Fig. 1: run 1, sequential cells grouped by signal name
Bar = 20 um. Other sequential cells in the stronger grey, the rest of the logic in the fainter grey.
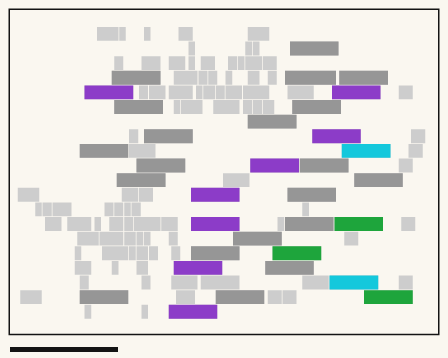
Fig. 2: run 1, signal wires by layer
Bar = 20 um.
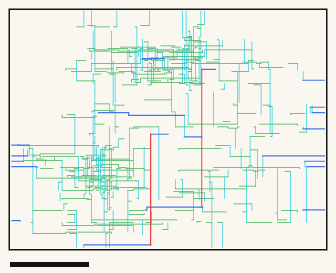
Fig. 3: run 1, a small window of the routed layout
Bar = 5 um. Region (30, 32) to (50, 52) um. Cells in grey, sequential cells in the stronger grey; small squares are vias.
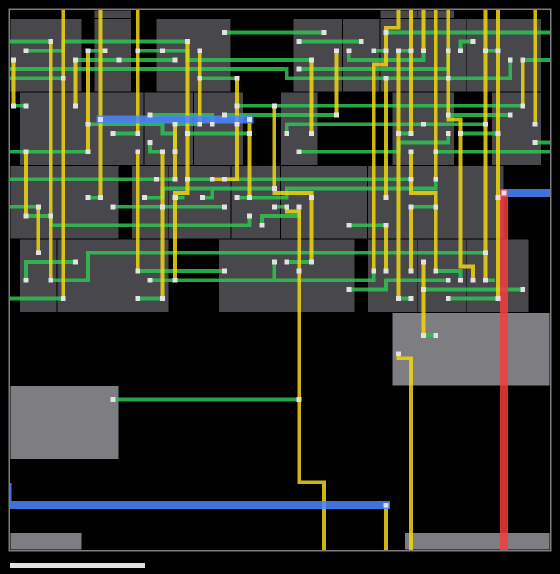
Fig. 4: run 1, gate-type map
Bar = 20 um.
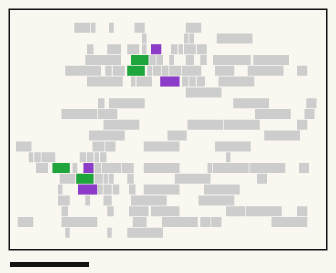
==> config.mk <==
export PLATFORM = sky130hd
export DESIGN_NAME = cts_cnt_pipe_flat
export DESIGN_NICKNAME = d
export VERILOG_FILES = /design/src/rtl/cts_cnt_pipe_if.sv /design/src/rtl/cts_cnt_pipe.sv /design/src/flat_wrapper.sv
export SDC_FILE = /design/constraint.sdc
export NUM_CORES = 1
export LEC_CHECK = 0
export CAP_MARGIN = 20
export CORE_ASPECT_RATIO = 0.75
export CORE_MARGIN = 1
export CORE_UTILIZATION = 31
export DETAILED_ROUTE_END_ITERATION = 8
export DONT_BUFFER_PORTS = 1
export GPL_TIMING_DRIVEN = 0
export PLACE_DENSITY = 0.49
export SYNTH_ARGS = -nofsm -noshare
export SYNTH_HDL_FRONTEND = slang
export SYNTH_SLANG_ARGS = --single-unit
==> constraint.sdc <==
create_clock -name clk -period 1.7 [get_ports clk]
set_input_delay 0.255 -clock clk [delete_from_list [all_inputs] [get_ports clk]]
set_output_delay 0.255 -clock clk [all_outputs]
set_load 0.01 [all_outputs]
==> results.yml, run 1 <==
# flow metrics
floorplanning:
  die_h_um: 60.2
  die_x_um: 79.6
  core-area_sq_mm: 0.00418
timing:
  setup_tns_ps: 0
  rsz0062_at_grt: "false"
  fin_crit_sh: 0.940
  max_freq_ghz: 0.626
  drv_slew: 0
grt:
  grt_start_max_net_pins: 34
  grt_pass1_vias: 772
  grt_busiest_layer: "met2"
synth:
  aoi_share: 0.0786
  synth-edff-count: 0
  synth-adder-area-share: 0.0357
  post_synth_instance_area_sq_mm: 0.00140
  yosys_cells: 116
  xor_share: 0.0375
  yosysSeqAreaShare: 0.590
  ys_area_sq_mm: 0.00140
  synth.distinct_cells: 23
  most_common_cell: "dfrtp_1"
  synth_area_leader_cell: "dfrtp_1"
  yosys-top-cells-area: "dfrtp_1 (59%), buf_4 (5.4%), xnor2_1 (3.8%), ha_1 (3.6%), mux2_2 (3.2%)"
  fp_nets: 136
  syn_avg_cell_area_sq_um: 12.1
  synth_warnings: 0
  synth_top_area_share: 0.590
flow_run:
  drv_cap: 0
  tool_warnings: 28
worst_setup_path:
  cp_top_family: "simple AND/OR/NAND/NOR gates"
  critPathMaxFanout: 6
  crit_chain: "inv_1 > ha_1 > or4b_4 > nor2b_4 > o21ai_0 > a211o_1"
  crit_path_end_kind: "register"
  crit_slowest_cell: "or4b_4"
  r2r_cells: 6
  cp-start-kind: "register"
  reg2reg_slack_ps: 100
clock_tree:
  h-tree-depth: 2
  clock_latency_ps: 280
  postCtsSetupRepairBufs: 0
  numCtsBuffers: 5
final_layout:
  drive_gt1_frac: 0.238
  fin_area_sq_mm: 0.00158
  combGateArea_sq_um: 454
  nNetsFinal: 145
  antenna_cells: 0
  layout_top_cells: "dfrtp_1 (32), nand2_1 (12), buf_4 (10)"
  area_delta_synth_final_pct: 13.0
power:
  power.total_uw: 1740
  p_sw_frac: 0.254
  p_int_uw: 1300
  ir_drop_uv: 311
  combPwrFrac: 0.149
  p_per_area_mw_per_mm2: 1100
  power.switching_uw: 442
  p_clk_uw: 540
placement:
  post-dp-hpwl_um: 1510
  dpl_cell_area_sq_mm: 0.00147
routing:
  via_per_inst: 4.40
  drt_first_pass_iters: 4
  drt_iter0_drc: 37
  wl_um: 2160
  wl_met3_um: 138
  met2_length_um: 927
  drc: 0
hold_path:
  whs_path_depth: 2
  min_path_type: "in2reg"
run_status:
  status: "completed"
Notes on Fig. 1 above:
colour	netlist name	flops
green	u_core.r_vld	3
cyan	u_core.bus.tc	2
purple	u_core.r_d	8
register area: 827 sq um
fraction of area in registers: 0.523
final core utilization: 0.379
Seq group: 943 uW

Notes on Fig. 2 above:
colour	layer	wire length
cyan	metal 2	927 um
green	metal 1	1030 um
blue	metal 3	139 um
red	metal 4	62.6 um
Via Count: 796
Avg WL per Cell: 11.9 um

Notes on Fig. 3 above:
colour	layer
blue	metal 3
green	metal 1
red	metal 4
yellow	metal 2
sequential cells in the window	1
most frequent	a21oi_1 (3)
cells with their middle in the window	26

Notes on Fig. 4 above:
colour	family	cells
purple	and/or cells	4
green	fa/ha/maj cells	4
Comb/total area: 0.287
Top cell excl fill/tap: dfrtp_1
Post-Layout Cell Count: 181

## run 1: cell type report
cell class | count | share of cell area
plain buffers | 12 | 0.0617
inverters | 6 | 0.0142
flip-flops and latches | 33 | 0.523
multi-input cells | 65 | 0.287
clock buffers | 6 | 0.0458
well taps | 55 | 0.0435
repair buffers | 2 | 0.0190
clock inverters | 2 | 0.00632
## run 1: kinds of logic after synthesis
family / count (synthesis)
compound gates: 20
mux: 6
xor+xnor: 6
flops: 33
other cells: 1
simple gates: 28
fa+ha+maj: 4
buf+inv: 18
## run 1: repair_timing
item                       CTS  global route
hold buffers                 2             0
gates resized                0             2
setup endpoints to repair    0             1
hold endpoints to repair    33             0
==> run 2, diff against run 1 <==
--- a/config.mk
+++ b/config.mk
@@ -5,14 +5,16 @@
 export SDC_FILE = /design/constraint.sdc
 export NUM_CORES = 1
 export LEC_CHECK = 0
-export CAP_MARGIN = 20
+export CAP_MARGIN = 15
 export CORE_ASPECT_RATIO = 0.75
 export CORE_MARGIN = 1
 export CORE_UTILIZATION = 31
 export DETAILED_ROUTE_END_ITERATION = 8
 export DONT_BUFFER_PORTS = 1
 export GPL_TIMING_DRIVEN = 0
+export HOLD_SLACK_MARGIN = 0.05
 export PLACE_DENSITY = 0.49
+export SLEW_MARGIN = 20
 export SYNTH_ARGS = -nofsm -noshare
 export SYNTH_HDL_FRONTEND = slang
 export SYNTH_SLANG_ARGS = --single-unit
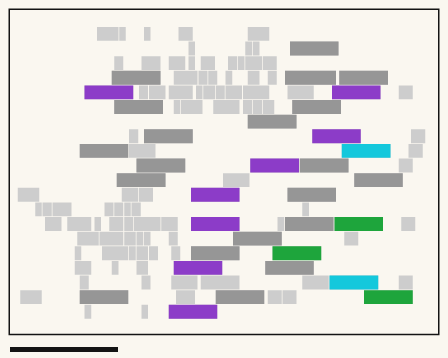
Fig. 5. Sequential cells grouped by signal name (run 2).
Bar = 20 um. Other sequential cells in the stronger grey, the rest of the logic in the fainter grey.
colour	netlist name	flops
cyan	u_core.bus.tc	2
green	u_core.r_vld	3
purple	u_core.r_d	8
not coloured	20

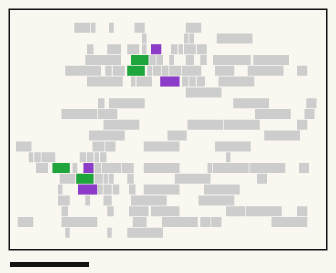
Fig. 6. Gate-type map (run 2).
Bar = 20 um.
colour	family	cells
green	fa/ha/maj cells	4
purple	and/or cells	4

==> results.yml, run 2 <==
# flow metrics
clock_tree:
  numCtsBuffers: 5
  postCtsSetupRepairBufs: 0
  holdBufCountCts: 2
  cts_resized: 0
  h-tree-depth: 2
power:
  combPwrFrac: 0.149
  p_sw_frac: 0.254
  ir_drop_uv: 311
  pg_seq_uw: 943
  p_int_uw: 1300
  power.total_uw: 1740
  p_per_area_mw_per_mm2: 1100
  p_clk_uw: 540
final_layout:
  nNetsFinal: 145
  layout.cells.non_filler: 181
  area_delta_synth_final_pct: 13.0
  final_util: 0.379
  fin_area_sq_mm: 0.00158
  drive_gt1_frac: 0.238
synth:
  post_synth_instance_area_sq_mm: 0.00140
  synth_top_area_share: 0.590
  synth.distinct_cells: 23
  synth_area_leader_cell: "dfrtp_1"
  yosys_cells: 116
  yosys-top-cells-area: "dfrtp_1 (59%), buf_4 (5.4%), xnor2_1 (3.8%), ha_1 (3.6%), mux2_2 (3.2%)"
  synth_warnings: 0
  fp_nets: 136
  syn_avg_cell_area_sq_um: 12.1
  synth-edff-count: 0
  ff_type: "dfrtp_1"
  most_common_cell: "dfrtp_1"
  yosysSeqAreaShare: 0.590
flow_run:
  drv_cap: 0
  tool_warnings: 28
hold_path:
  min_path_type: "in2reg"
  whs_path_depth: 2
worst_setup_path:
  critPathMaxFanout: 6
  crit_chain: "inv_1 > ha_1 > or4b_4 > nor2b_4 > o21ai_0 > a211o_1"
  cp-start-kind: "register"
  reg2reg_slack_ps: 100
  crit_slowest_cell: "or4b_4"
  crit_path_end_kind: "register"
  cp_top_family: "simple AND/OR/NAND/NOR gates"
  r2r_cells: 6
routing:
  drc: 0
  wl_um: 2160
  drt_iter0_drc: 37
  drt_first_pass_iters: 4
  via_count: 796
  wl_met3_um: 138
  routedWlPerCell_um: 11.9
  met2_length_um: 927
floorplanning:
  core-area_sq_mm: 0.00418
  die_x_um: 79.6
  die_h_um: 60.2
timing:
  drv_slew: 0
  setup_tns_ps: 0
  hold_violations: 0
  max_freq_ghz: 0.626
  fin_crit_sh: 0.940
  rsz0062_at_grt: "false"
placement:
  post-dp-hpwl_um: 1510
grt:
  grt_busiest_layer: "met2"
  grt_start_max_net_pins: 34
  grt_pass1_vias: 772
run_status:
  status: "completed"
[run 2: cell counts in the layout (fill, tap and decap cells not counted)]
Identical to the previous run, type by type.
[run 2: logic make-up after synthesis]
family | share of synthesized area
simple gates | 0.123
flops | 0.590
xor+xnor | 0.0375
buf+inv | 0.0858
fa+ha+maj | 0.0357
mux | 0.0465
compound gates | 0.0786
other cells | 0.00268
[run 2: worst register-to-register path, cell delays in order (launching register included)]
cell,delay [ps]
dfrtp_1,440
inv_1,120
ha_1,160
or4b_4,470
nor2b_4,140
o21ai_0,70
a211o_1,140
[run 2: area by class of cell]
class	instances	area (sq um)
fill	429	2600
sequential	33	827
multi-input combinational	65	454
buffer	12	97.6
clock buffer	6	72.6
tap	55	68.8
timing repair buffer	2	30.0
inverter	6	22.5
clock inverter	2	10.0
Power is estimated from default activity; no workload was simulated.
